==> config.mk <==
export PLATFORM = sky130hd
export DESIGN_NAME = instr_fetch_unit
export DESIGN_NICKNAME = d
export VERILOG_FILES = /design/src/rtl/instr_fetch_unit.sv
export SDC_FILE = /design/constraint.sdc
export NUM_CORES = 1
export LEC_CHECK = 0
export ABC_AREA = 1
export CAP_MARGIN = 20
export CORE_ASPECT_RATIO = 0.8
export CORE_MARGIN = 4
export CORE_UTILIZATION = 59
export CTS_BUF_LIST = sky130_fd_sc_hd__clkbuf_16
export DETAILED_ROUTE_END_ITERATION = 10
export DONT_BUFFER_PORTS = 1
export GPL_TIMING_DRIVEN = 0
export PLACE_DENSITY = 0.75
export SETUP_SLACK_MARGIN = 0.2
export SLEW_MARGIN = 20
export SYNTH_ARGS = -nofsm -noshare
export SYNTH_HDL_FRONTEND = slang
export SYNTH_SLANG_ARGS = --single-unit
==> constraint.sdc <==
create_clock -name clk -period 8.6 [get_ports clk]
set_input_delay 2.58 -clock clk [delete_from_list [all_inputs] [get_ports clk]]
set_output_delay 2.58 -clock clk [all_outputs]
set_load 0.01 [all_outputs]
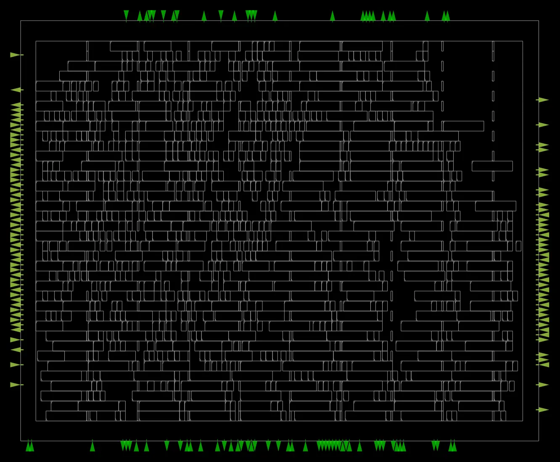
(images/final_placement.png)
Layout fillers: 1,098
Rows: 38
Cell Count, Final, Fillers Out: 1,112
fraction of area in registers: 57.1%
Tapcells: 180

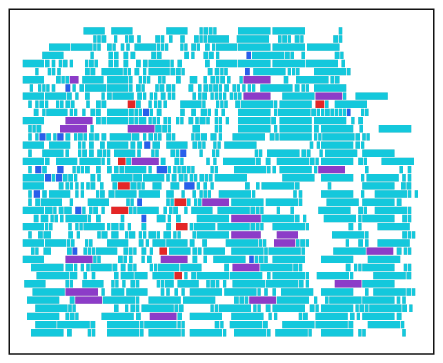
(images/drive_strength.png)
(3 px per um)
[drive 2] blue | cells: 21 | share: 2.3% | most used: or2_2
[drive 6 and up] purple | cells: 23 | share: 2.5% | most used: clkbuf_16
[drive 1 or less] cyan | cells: 879 | share: 94% | most used: nor2_1
[drive 3 to 4] red | cells: 9 | share: 0.97% | most used: clkinvlp_4
bufs w/o clock: 44
Final Cell Area: 0.00922 mm2
crit path setup slack, layout: 3.60 ns

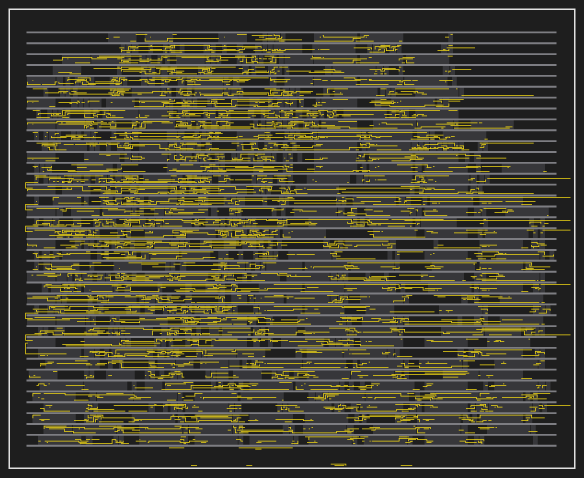
(images/met1.png)
(4 px per um) Supply wires on this layer in grey.
longest straight run: 41.4 um
nets with wire on the layer: 928
wire length on this layer: 8,370 um
main direction: horizontal
GR Layer Usage met1: 34.5%
total number of vias: 6,020
final wirelength: 19,100 um

==> flow_summary.yaml <==
# implementation run metrics
setup_path:
  crit_type: "flip-flop to output pin"
  r2r_cells: 6
  r2r_slack_ns: 6.11
  worst_ep_arrival_time_ns: 2.42
  crit_family: "buffers and inverters"
logic_synthesis:
  synth-edff-count: 128
  area_leaders: "edfxtp_1 (46%), dfxtp_1 (17%), nor2_1 (7.9%)"
  syn-num-nets: 969
  seq_area_frac_synth_pct: 63.1
  ys_area_mm2: 0.00835
clock_tree:
  clockBufferDepth: 2
  cts_num_sinks: 199
  htreeDepth: 4
placed_design:
  place_inst: 1080
  detailed_place_hpwl_um: 13900
sta:
  relSlewSlack_pct: 50.1
  setup_violations: 0
  slew_viol_final: 0
  whs_ns: 0.498
  rsz0062_at_grt: "false"
finish:
  nets: 992
  clock_buffers: 17
  clkCellAreaFrac_pct: 5.85
outcome:
  status: "finished, final reports clean"
global_route:
  grt_start_max_net_pins: 27
  busiest_layer: "met2"
  grt_pass1_vias: 5701
pwr:
  finalPower_w: 0.00191
route:
  avgRoutedWirePerCell_um: 17.2
floorplan:
  initCoreUtil_pct: 61.0
  die_w_um: 141
  ioPinCount: 167
==> worst reg2reg max path, delay by kind of cell, from the launching register on <==
| family | cells | cell delay, ns |
|---|---|---|
| buf+inv | 2 | 0.44 |
| flops | 1 | 0.47 |
| simple gates | 4 | 1.27 |
==> logic make-up after synthesis <==
logic type	share of synthesized area, %
and+or+nand+nor	20.4
DFF	63.1
AOI/OAI and AO/OA	9.14
buffers and inverters	6.24
xor gates and xnor gates	0.525
adders and majority gates	0.600
==> layer usage <==
layer | routed length (um) | up-vias
met5 | 0 | -
met3 | 2310 | 20
met4 | 258 | 0
met2 | 8170 | 240
li1 | - | 3010
met1 | 8370 | 2750
==> where the power goes <==
group	leakage (nW)	switching, W	internal (W)
sequential	1.74	0.0000313	0.00105
combinational	1.69	0.0000680	0.0000307
clock	0.257	0.000336	0.000393
No activity file was given, so power comes from the tool's default toggle rates.
